Figure 1. Clock network drawn from the DEF.
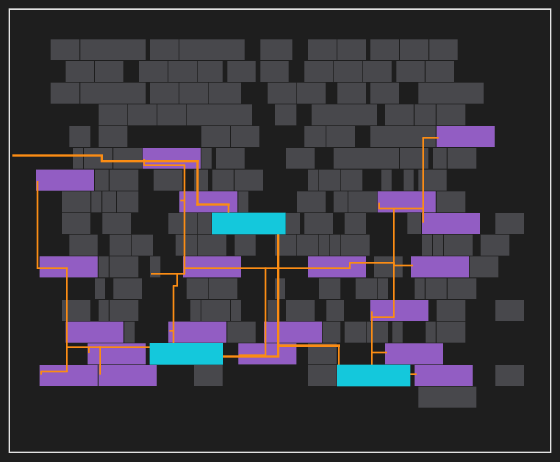
Figure 2. Congestion heat map.
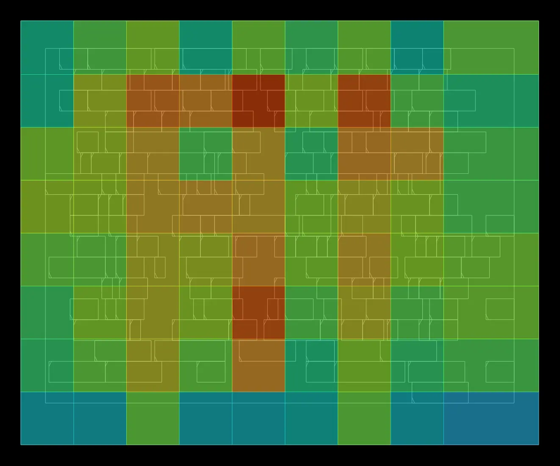
Figure 3. Where the registers sit.
Other sequential cells in the stronger gray, the rest of the logic in the fainter gray.
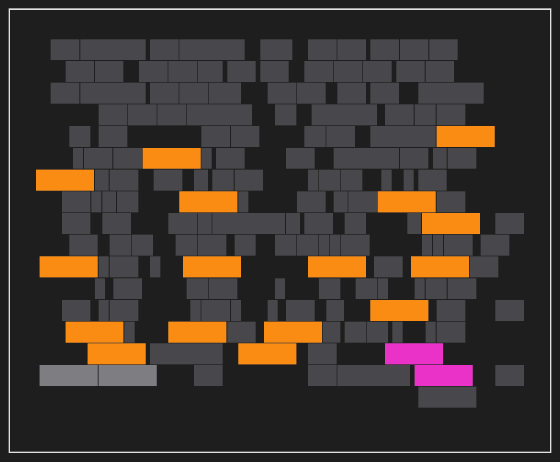
$ cat config.mk
export PLATFORM = sky130hd
export DESIGN_NAME = mux_reg_pipe
export DESIGN_NICKNAME = d
export VERILOG_FILES = /design/src/rtl/mux_reg_pkg.sv /design/src/rtl/mux_reg_stage.sv /design/src/rtl/mux_reg_pipe.sv
export SDC_FILE = /design/constraint.sdc
export NUM_CORES = 1
export LEC_CHECK = 0
export CAP_MARGIN = 25
export CORE_ASPECT_RATIO = 0.8
export CORE_MARGIN = 3
export CORE_UTILIZATION = 37
export CTS_BUF_LIST = sky130_fd_sc_hd__clkbuf_16
export CTS_CLUSTER_SIZE = 24
export DETAILED_ROUTE_END_ITERATION = 10
export PLACE_DENSITY = 0.74
export SYNTH_ARGS = -nofsm -noshare
export SYNTH_HDL_FRONTEND = slang
export SYNTH_HIERARCHICAL = 1
export SYNTH_SLANG_ARGS = --single-unit
$ cat constraint.sdc
create_clock -name clk -period 1.63 [get_ports clk]
set_input_delay 0.326 -clock clk [delete_from_list [all_inputs] [get_ports clk]]
set_output_delay 0.326 -clock clk [all_outputs]
set_load 0.02 [all_outputs]
$ cat src/rtl/mux_reg_pkg.sv
// rtl/mux_reg_pkg.sv - mode encoding shared by the mux_reg_pipe slice
//
// Purpose: operation codes applied at stage 0 of mux_reg_pipe.
//   MODE_LOAD  capture the selected word
//   MODE_HOLD  keep stage-0 data, inject a bubble, let downstream drain
//   MODE_CLEAR flush every stage (ignores en)
//   MODE_INV   capture the bitwise inverse of the selected word
package mux_reg_pkg;

  localparam int MODE_W = 2;

  typedef enum logic [MODE_W-1:0] {
    MODE_LOAD  = 2'd0,
    MODE_HOLD  = 2'd1,
    MODE_CLEAR = 2'd2,
    MODE_INV   = 2'd3
  } mode_e;

endpackage

$ cat src/rtl/mux_reg_stage.sv
// rtl/mux_reg_stage.sv - one pipeline stage carrying data, valid and err
//
// Purpose: single register slice of mux_reg_pipe.
// Ports:
//   clk      clock, all updates on rising edge
//   rst      synchronous active-high reset, zeroes the stage
//   en       advance enable; low holds the stage
//   clr      synchronous flush, zeroes the stage regardless of en
//   data_in  incoming data word
//   vld_in   incoming valid flag
//   err_in   incoming out-of-range flag
//   data     registered data word
//   vld      registered valid flag
//   err      registered out-of-range flag
module mux_reg_stage #(
  parameter int WIDTH = 8
) (
  input  logic             clk,
  input  logic             rst,
  input  logic             en,
  input  logic             clr,
  input  logic [WIDTH-1:0] data_in,
  input  logic             vld_in,
  input  logic             err_in,
  output logic [WIDTH-1:0] data,
  output logic             vld,
  output logic             err
);

  always_ff @(posedge clk) begin
    if (rst || clr) begin
      data <= '0;
      vld  <= 1'b0;
      err  <= 1'b0;
    end else if (en) begin
      data <= data_in;
      vld  <= vld_in;
      err  <= err_in;
    end
  end

endmodule

$ cat src/rtl/mux_reg_pipe.sv
// rtl/mux_reg_pipe.sv - selectable, optionally inverted, fixed-latency register pipe
//
// Purpose: picks one of NUM_IN words, optionally inverts it, and carries it
// with a valid flag through DEPTH register stages.
// Ports:
//   clk      clock
//   rst      synchronous active-high reset, overrides everything
//   en       advance enable; low freezes all stages except on CLEAR
//   mode     LOAD=0, HOLD=1, CLEAR=2, INV=3
//   sel      input select
//   d        packed inputs, input i at d[i*WIDTH +: WIDTH]
//   vld_in   input word valid
//   q        last-stage data
//   vld_out  last-stage valid
//   sel_err  last-stage flag: word was captured with sel >= NUM_IN
module mux_reg_pipe #(
  parameter int WIDTH  = 8,
  parameter int NUM_IN = 4,
  parameter int DEPTH  = 2,
  parameter int SEL_W  = $clog2(NUM_IN)
) (
  input  logic                    clk,
  input  logic                    rst,
  input  logic                    en,
  input  logic [1:0]              mode,
  input  logic [SEL_W-1:0]        sel,
  input  logic [NUM_IN*WIDTH-1:0] d,
  input  logic                    vld_in,
  output logic [WIDTH-1:0]        q,
  output logic                    vld_out,
  output logic                    sel_err
);

  import mux_reg_pkg::*;

  // One extra bit so NUM_IN itself is representable in the compare.
  localparam logic [SEL_W:0] NUM_IN_W = (SEL_W+1)'(NUM_IN);

  mode_e            op;
  logic             sel_oor;
  logic             clr;
  logic [WIDTH-1:0] word;
  logic [WIDTH-1:0] s0_data;
  logic             s0_vld;
  logic             s0_err;

  logic [WIDTH-1:0] st_data [DEPTH];
  logic             st_vld  [DEPTH];
  logic             st_err  [DEPTH];

  assign op      = mode_e'(mode);
  assign clr     = (op == MODE_CLEAR);
  assign sel_oor = ({1'b0, sel} >= NUM_IN_W);

  // Out-of-range selects fall back to input 0; the err flag marks the token.
  always_comb begin
    word = d[WIDTH-1:0];
    for (int i = 1; i < NUM_IN; i++) begin
      if (sel == SEL_W'(i)) begin
        word = d[i*WIDTH +: WIDTH];
      end
    end
  end

  // HOLD recirculates stage-0 data but injects a bubble so downstream drains.
  always_comb begin
    s0_data = word;
    s0_vld  = vld_in;
    s0_err  = sel_oor;
    case (op)
      MODE_INV: begin
        s0_data = ~word;
      end
      MODE_HOLD: begin
        s0_data = st_data[0];
        s0_vld  = 1'b0;
        s0_err  = 1'b0;
      end
      default: begin
      end
    endcase
  end

  for (genvar g = 0; g < DEPTH; g++) begin : g_stage
    logic [WIDTH-1:0] in_data;
    logic             in_vld;
    logic             in_err;

    if (g == 0) begin : g_first
      assign in_data = s0_data;
      assign in_vld  = s0_vld;
      assign in_err  = s0_err;
    end else begin : g_next
      assign in_data = st_data[g-1];
      assign in_vld  = st_vld[g-1];
      assign in_err  = st_err[g-1];
    end

    mux_reg_stage #(
      .WIDTH (WIDTH)
    ) u_stage (
      .clk     (clk),
      .rst     (rst),
      .en      (en),
      .clr     (clr),
      .data_in (in_data),
      .vld_in  (in_vld),
      .err_in  (in_err),
      .data    (st_data[g]),
      .vld     (st_vld[g]),
      .err     (st_err[g])
    );
  end

  assign q       = st_data[DEPTH-1];
  assign vld_out = st_vld[DEPTH-1];
  assign sel_err = st_err[DEPTH-1];

endmodule

==> flow_summary.json <==
{
  "power_leakage_uw": 0.000752,
  "r2r_start": "g_stage[0].u_stage/data[2]",
  "status": "finished clean",
  "total_power_uw": 1320,
  "cpLargestDelayFamily": "buffers and inverters",
  "power_frac_seq_pct": 39.4,
  "hold_end": "g_stage[0].u_stage/err",
  "logic_area_um2": 663,
  "irDropWorstVdd_uv": 748,
  "area_dominant_class": "logic gates",
  "dp_hpwl_mm": 2.35,
  "r2r-end": "g_stage[0].u_stage/data[2]",
  "wl_met1_mm": 1.14,
  "hold_depth": 2,
  "slowest_stage": "clkdlybuf4s50_1",
  "clkSlewWorstSetupHoldPaths_ns": 0.05,
  "cts_resized": 3,
  "cts_inserted_buffers": 3,
  "lay_top_cells": "clkdlybuf4s50_1, mux2i_1, nor2_1",
  "hold_class": "register to register",
  "highest_layer": "met4",
  "cts_max_level": 1,
  "post-route-period-util_pct": 94.6,
  "die-area_um2": 3740,
  "wl_met3_um": 133,
  "clkSinkCount": 20,
  "mux_share_pct": 41.0,
  "die_w_um": 67.6,
  "crit_end": "q[7]",
  "seq_area_frac_synth_pct": 35.6,
  "dp.cells": 200,
  "viasPerCell": 4.97,
  "flops": 20
}
Notes on Figure 1 above:
cells driving clock nets: marked cyan, count 3. flip-flops: marked purple, count 20. clock wires: marked orange, length 258 µm.
There are 4 routed clock nets.
power share of the clock group: 37.7%
Setup Skew: 0.00156 ns

Notes on Figure 2 above:
grt peak-use layer: met2
grt met2 use: 30.0%
met1 usage: 20.2%
GRT Util Overall: 16.9%
Routed wire per std cell: 14.0 µm

Notes on Figure 3 above:
g_stage.u_stage/err: marked magenta, flops 2. g_stage.u_stage/data: marked orange, flops 16.
Another 2 sequential cells are not colored.
flop share of the area: 22.1%
Storage cell area: 400 µm²
Flop+latch power: 522 µW
Finished Core Util: 64.2%

Power and IR drop assume default switching activity.
